--- config.mk ---
export PLATFORM = sky130hd
export DESIGN_NAME = if_fetch_unit
export DESIGN_NICKNAME = d
export VERILOG_FILES = /design/src/rtl/rv32_pkg.sv /design/src/rtl/fetch_fifo.sv /design/src/rtl/if_fetch_unit.sv
export SDC_FILE = /design/constraint.sdc
export NUM_CORES = 1
export LEC_CHECK = 0
export ABC_AREA = 1
export CAP_MARGIN = 0
export CORE_MARGIN = 3
export CORE_UTILIZATION = 45
export CTS_CLUSTER_SIZE = 12
export DETAILED_ROUTE_END_ITERATION = 16
export PLACE_DENSITY = 0.68
export RECOVER_POWER = 25
export SKIP_CTS_REPAIR_TIMING = 1
export SYNTH_ARGS = -nofsm -noshare
export SYNTH_HDL_FRONTEND = slang
export SYNTH_HIERARCHICAL = 1
export SYNTH_SLANG_ARGS = --single-unit
export TNS_END_PERCENT = 30
--- constraint.sdc ---
create_clock -name clk -period 9.8 [get_ports clk]
set_input_delay 2.45 -clock clk [delete_from_list [all_inputs] [get_ports clk]]
set_output_delay 2.45 -clock clk [all_outputs]
set_load 0.02 [all_outputs]
--- src/rtl/rv32_pkg.sv ---
// Shared RV32 constants and fetch-path types used by the instruction-fetch stage.
package rv32_pkg;

  localparam int          XLEN      = 32;
  localparam logic [31:0] NOP_INSTR = 32'h0000_0013;
  localparam logic [31:0] PC_INCR   = 32'd4;

  typedef enum logic {
    ST_BOOT = 1'b0,
    ST_RUN  = 1'b1
  } fetch_state_e;

  typedef struct packed {
    logic [XLEN-1:0] pc;
    logic [XLEN-1:0] instr;
  } fetch_entry_t;

endpackage

--- src/rtl/fetch_fifo.sv ---
// Small synchronous FIFO with a synchronous clear; when empty, head shows the
// most recently popped entry (IDLE_HEAD after reset).
module fetch_fifo #(
  parameter int          DEPTH     = 2,
  parameter int          W         = 64,
  parameter logic [W-1:0] IDLE_HEAD = '0,
  localparam int         CW        = $clog2(DEPTH + 1),
  localparam int         PW        = (DEPTH > 1) ? $clog2(DEPTH) : 1
) (
  input  logic          clk,
  input  logic          rst_,
  input  logic          push,
  input  logic [W-1:0]  push_data,
  input  logic          pop,
  input  logic          clear,
  output logic [CW-1:0] count,
  output logic [W-1:0]  head
);

  logic [W-1:0]  mem_q [DEPTH];
  logic [W-1:0]  mem_d [DEPTH];
  logic [PW-1:0] rd_ptr_q, rd_ptr_d;
  logic [PW-1:0] wr_ptr_q, wr_ptr_d;
  logic [CW-1:0] count_q, count_d;
  logic [W-1:0]  last_q, last_d;
  logic          do_push;
  logic          do_pop;

  function automatic logic [PW-1:0] ptr_next(input logic [PW-1:0] p);
    return (p == PW'(DEPTH - 1)) ? '0 : p + PW'(1);
  endfunction

  assign do_pop  = pop & (count_q != '0) & ~clear;
  assign do_push = push & ~clear & ((count_q != CW'(DEPTH)) | do_pop);

  always_comb begin
    mem_d    = mem_q;
    rd_ptr_d = rd_ptr_q;
    wr_ptr_d = wr_ptr_q;
    count_d  = count_q + CW'(do_push) - CW'(do_pop);
    last_d   = last_q;
    if (clear) begin
      rd_ptr_d = '0;
      wr_ptr_d = '0;
      count_d  = '0;
    end else begin
      if (do_push) begin
        mem_d[wr_ptr_q] = push_data;
        wr_ptr_d        = ptr_next(wr_ptr_q);
      end
      if (do_pop) begin
        last_d   = mem_q[rd_ptr_q];
        rd_ptr_d = ptr_next(rd_ptr_q);
      end
    end
  end

  always_ff @(posedge clk) begin
    if (rst_) begin
      rd_ptr_q <= '0;
      wr_ptr_q <= '0;
      count_q  <= '0;
      last_q   <= IDLE_HEAD;
    end else begin
      rd_ptr_q <= rd_ptr_d;
      wr_ptr_q <= wr_ptr_d;
      count_q  <= count_d;
      last_q   <= last_d;
    end
  end

  // Storage needs no reset: it is only visible while count is non-zero.
  always_ff @(posedge clk) begin
    mem_q <= mem_d;
  end

  assign count = count_q;
  assign head  = (count_q != '0) ? mem_q[rd_ptr_q] : last_q;

  a_no_overflow: assert property (@(posedge clk) disable iff (rst_)
    (push && !clear && count_q == CW'(DEPTH)) |-> do_pop);

endmodule

--- src/rtl/if_fetch_unit.sv ---
// Instruction-fetch stage: sequential PC generation, credit-limited imem requests,
// in-order response buffering and branch flush of buffered and in-flight fetches.
module if_fetch_unit
  import rv32_pkg::*;
#(
  parameter logic [31:0] RESET_PC = 32'h0000_0000,
  parameter int          DEPTH    = 2
) (
  input  logic        clk,
  input  logic        rst_,
  input  logic        stall,
  input  logic        branch,
  input  logic [31:0] branch_target,
  output logic        imem_req_valid,
  input  logic        imem_req_ready,
  output logic [31:0] imem_addr,
  input  logic        imem_rsp_valid,
  input  logic [31:0] imem_rsp_data,
  output logic [31:0] pc,
  output logic [31:0] instr,
  output logic        valid
);

  localparam int CW = $clog2(DEPTH + 1);

  fetch_state_e  state_q;
  logic [31:0]   fetch_pc_q, fetch_pc_d;
  logic [31:0]   resp_pc_q, resp_pc_d;
  logic [CW-1:0] outst_q, outst_d;
  logic [CW-1:0] drop_q, drop_d;

  logic [CW-1:0] fifo_count;
  logic [63:0]   fifo_head_raw;
  fetch_entry_t  fifo_head;
  fetch_entry_t  push_entry;
  logic [31:0]   target_aligned;
  logic          running;
  logic          credit_ok;
  logic          issue;
  logic          rsp_fire;
  logic          dropping;
  logic          push;
  logic          pop;
  logic          unused_target_lsbs;

  assign target_aligned     = {branch_target[31:2], 2'b00};
  assign unused_target_lsbs = ^branch_target[1:0];

  assign running   = (state_q == ST_RUN);
  // Credit covers both in-flight and buffered fetches, so the FIFO can never overflow.
  assign credit_ok = ({1'b0, outst_q} + {1'b0, fifo_count}) < (CW + 1)'(DEPTH);
  assign imem_req_valid = running & ~branch & credit_ok;
  assign imem_addr      = fetch_pc_q;
  assign issue          = imem_req_valid & imem_req_ready;

  // A response with nothing outstanding is a protocol error and is ignored.
  assign rsp_fire = running & imem_rsp_valid & (outst_q != '0);
  assign dropping = (drop_q != '0);
  assign push     = rsp_fire & ~dropping & ~branch;
  assign valid    = (fifo_count != '0);
  assign pop      = valid & ~stall & ~branch;

  assign push_entry = '{pc: resp_pc_q, instr: imem_rsp_data};

  always_comb begin
    fetch_pc_d = fetch_pc_q;
    resp_pc_d  = resp_pc_q;
    outst_d    = outst_q + CW'(issue) - CW'(rsp_fire);
    drop_d     = drop_q;
    if (branch) begin
      fetch_pc_d = target_aligned;
      resp_pc_d  = target_aligned;
      drop_d     = outst_q - CW'(rsp_fire);
    end else begin
      if (issue) fetch_pc_d = fetch_pc_q + PC_INCR;
      if (push)  resp_pc_d  = resp_pc_q + PC_INCR;
      if (rsp_fire && dropping) drop_d = drop_q - CW'(1);
    end
  end

  always_ff @(posedge clk) begin
    if (rst_) begin
      state_q <= ST_BOOT;
    end else begin
      case (state_q)
        ST_BOOT: state_q <= ST_RUN;
        ST_RUN:  state_q <= ST_RUN;
        default: state_q <= ST_BOOT;
      endcase
    end
  end

  always_ff @(posedge clk) begin
    if (rst_) begin
      fetch_pc_q <= RESET_PC;
      resp_pc_q  <= RESET_PC;
      outst_q    <= '0;
      drop_q     <= '0;
    end else begin
      fetch_pc_q <= fetch_pc_d;
      resp_pc_q  <= resp_pc_d;
      outst_q    <= outst_d;
      drop_q     <= drop_d;
    end
  end

  fetch_fifo #(
    .DEPTH     (DEPTH),
    .W         (64),
    .IDLE_HEAD ({RESET_PC, NOP_INSTR})
  ) u_fifo (
    .clk       (clk),
    .rst_      (rst_),
    .push      (push),
    .push_data (push_entry),
    .pop       (pop),
    .clear     (branch),
    .count     (fifo_count),
    .head      (fifo_head_raw)
  );

  assign fifo_head = fetch_entry_t'(fifo_head_raw);
  assign pc        = fifo_head.pc;
  assign instr     = fifo_head.instr;

  a_rsp_has_outst: assert property (@(posedge clk) disable iff (rst_)
    (running && imem_rsp_valid) |-> (outst_q != '0));

endmodule

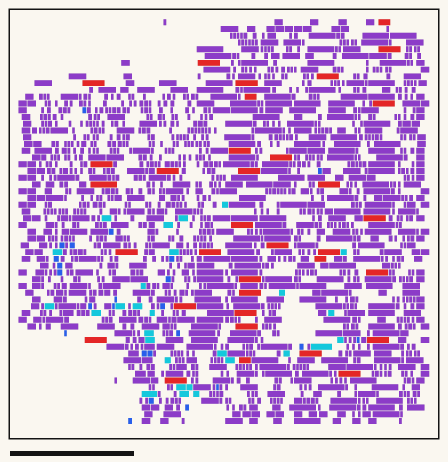
Figure 1: sizing map.
The bar under the picture is 50 um long.
Purple marks drive 1 or less, cells 1656, share 95%. Red marks drive 6 and up, cells 34, share 2.0%. Cyan marks drive 3 to 4, cells 28, share 1.6%. Blue marks drive 2, cells 24, share 1.4%.

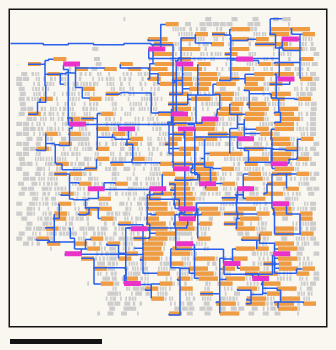
Figure 2: clock wires, drivers and flops.
The bar under the picture is 50 um long.
Magenta marks cells driving clock nets, count 28. Blue marks clock wires, length 3130 um. Orange marks flip-flops, count 261.
There are 29 routed clock nets.
clk_skew: 0.0149 ns
Clk pwr share: 43.0%
Clock group: 1.01 mW
Late-Pin Clk Latency: 0.53 ns

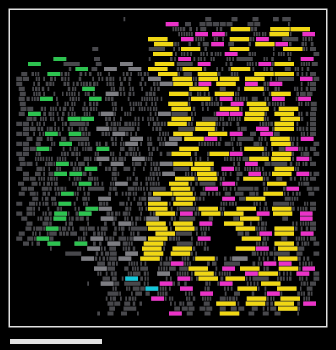
Figure 3: sequential cells colored by netlist name.
The bar under the picture is 50 um long. Other sequential cells in the stronger gray, the rest of the logic in the fainter gray.
Yellow marks `u_fifo/mem_q`, placed flops 128. Magenta marks `u_fifo/last_q`, placed flops 64. Green marks `imem_addr`, placed flops 30. Cyan marks `u_fifo/count`, placed flops 2.
register area: 0.00651 sq mm
final core occ: 55.6%
sequential cell area share: 43.3%
Sequential Power: 1.19 mW

==> summary.txt <==
run metrics: setup tns final=0 ns, # rows=around 60, Adder Area Share=less than 1%, Fin. Hold Viols=0, static leakage=5.66 nW, crit share post-route=64.7%, largest net degree at the start of global routing=93, RSZ-0062 raised after global routing=no, status=finished clean, dominant logic cell type in the layout=nand2_1, Main logic family=simple AND/OR/NAND/NOR gates, distinct cell type count of the synthesized netlist=37, tool warnings=28, die width=172 um, yosys stat area=0.0124 sq mm, drt pass-1 iters=5, max-cap viol count=0, Area Growth Syn to Fin=20.9%, most frequent cells in the layout=505 x nand2_1, 216 x nor2_1, 151 x inv_1, initial DRC count=~800, post-route setup slack=between 3 and 4 ns, Final Slew Violations=0, Period minus WS final=6.34 ns, crit path kind=in -> out, worst hold path class=reg -> reg, WL/cell=about 14 um, XOR Share, Synth=1.55%, leading area contributor after synthesis=edfxtp_1, first-pass GRT wire length=between 40000 and 50000 um, Top area cell types=edfxtp_1 31%, dfxtp_1 21%, nand2_1 15%, nor2_1 6.6%, inv_1 4.6%, I/O pin count=168, GPL Wtd Cong=about 0.9, share of layout cells above drive strength 1=4.94%, DRC=0, slowest stage delay, CP=between 0.6 and 0.7 ns, # Cells Yosys=1583, Layout Nets=1799, antenna violations before repair=0, CTS tree=done, pwr/cell area=~160 mW/mm^2, GRT Util Overall=19.1%, CP cell instances=buf_2 > nor2_2 > nand2_1 > inv_1 > clkdlybuf4s50_1, Yosys reg bits=roughly 260, aoi share=9.99%, H-Tree Depth=1, Final ANT Viol Nets=0, Top-area cell share=30.9%, fmax=158 MHz, Slew headroom=about two fifths, Seq share, synth=52.3%, Worst-path clk slew=roughly 0.06 ns, Final Setup Violations=0, MUX area fraction=0%, GRT overflow=0, Detailed Place HPWL=approximately 20000 um, DP Worst Slack=3.42 ns, crit path DAT=3.89 ns, logic area=between 0.004 and 0.005 sq mm, clock root buffer=clkbuf_16, Worst path slowest cell=buf_2, YS warnings=6, critical path fanouts, max=~43, PortBufs=163, DIE HEIGHT=172 um, actual slew at the worst max-slew pin=between 0.8 and 0.9 ns, Placeable Area=0.0270 sq mm, Vias/cell=approximately 5, mean post-synth cell area=7.85 sq um, Simple Share, Synth=a little over a quarter, Post-Syn Instances=1583, Max Root-Sink Buffers=3, post-synthesis cell area=0.0124 sq mm, type of origin of the critical path=input pin, vias in the first global route=9384
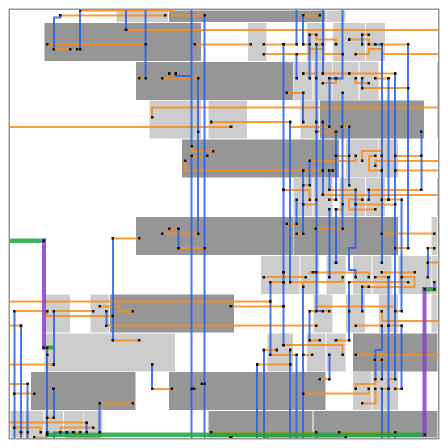
Figure 4: close-up of the layout.
Region (114, 28) to (144, 58) um. Cells in gray, sequential cells in the stronger gray; small squares are vias.
Blue marks met2. Orange marks met1. Purple marks met4. Green marks met3.
Sequential cells in the window: 12. Most frequent: nand2_1 (18), nor2_1 (6), edfxtp_1 (6). 51 logic cells have their middle in the window. Netlist names of flops here include `u_fifo/mem_q` (6), `u_fifo/last_q` (5).

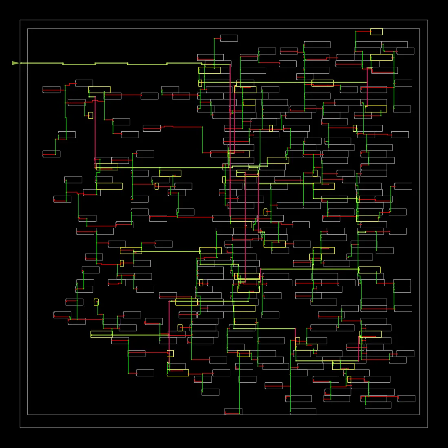
Figure 5: clock wiring as the flow saved it.
clk sinks: 261
clkbuf count: 43
total CTS buffers: 28
seq_cells: 261

==> per-stage QoR <==
stage | utilization, % | cell area (sq um) | hold WS (ns) | power, mW | instances
finish | 55.6 | 15000 | 0.470 | 2.34 | 2084
CTS | 55.6 | 15000 | 0.467 | 2.37 | 2083
global route | 55.6 | 15000 | 0.497 | 2.44 | 2083
global placement | 52.3 | 14100 | 0.438 | 1.36 | 2031
detailed placement | 52.3 | 14100 | 0.452 | 1.36 | 2031
floorplan | - | 12500 | 0.430 | 1.29 | 1588
==> kinds of logic (layout without fill, tap and decap cells) <==
kind of cell               count (synthesis)  in the layout
other                                      1              7
adders and majority gates                  9              9
AOI/OAI and AO/OA                        241            241
DFF                                      261            261
and+or+nand+nor                          822            822
buffers and inverters                    227            381
xor gates and xnor gates                  22             22
==> Yosys cell counts (all sizes together) <==
cell    number
a211oi       1
a21o         2
a21oi       57
a31oi       14
and2         2
buf         52
clkbuf      17
conb         1
dfxtp      133
edfxtp     128
fa           1
ha           8
inv        158
nand2      509
nand3       59
nand3b       2
nand4        8
nor2       239
nor3         3
o211ai       1
o21ai      162
o21bai       1
o22ai        1
o31ai        2
xnor2        3
xor2        19
==> critical path: cells and delay by family <==
kind	cells	cell delay [ns]
buf+inv	3	1.22
simple gates	2	0.21
==> worst paths after layout <==
check,startpoint,to,slack [ns],depth (start not counted)
worst max register to register,outst_q[1],u_fifo/mem_q[76],6.61,9
worst min register to register,u_fifo/last_q[1],u_fifo/last_q[1],0.47,2
worst max-delay path,branch,imem_req_valid,3.46,5
worst min-delay path,u_fifo/last_q[1],u_fifo/last_q[1],0.47,2
==> final cells by class <==
class	instances	share of cell area (%)
flip-flops and latches	261	43.3
well taps	341	2.84
clock inverters	9	0.466
clock buffers	43	5.44
repair buffers	171	11.2
diodes	1	0.0166
inverters	158	3.98
multi-input cells	1100	32.8
==> where the power goes <==
part / internal [mW] / switching, mW / total (mW)
clock: 0.598 / 0.409 / 1.01
sequential: 1.16 / 0.0273 / 1.19
combinational: 0.0626 / 0.0842 / 0.147
total: 1.82 / 0.521 / 2.34
==> sequential cells by signal, indices dropped and copies added (netlist names) <==
signal and cells:
drop_q 2, imem_addr 30, outst_q 2, resp_pc_q 30
running 1, u_fifo/count 2, u_fifo/last_q 64, u_fifo/mem_q 128
u_fifo/rd_ptr_q 1, u_fifo/wr_ptr_q 1
==> routing by layer <==
metal / track usage (%) / up-vias / routed length (um)
met1: 26.4 / 4742 / 13400
met2: 31.6 / 323 / 13400
li1: - / 5317 / -
met3: 3.18 / 47 / 1960
met5: 0 / - / 0
met4: 4.86 / 0 / 471
Power figures rest on the tool's default switching activity, not on a simulated workload.
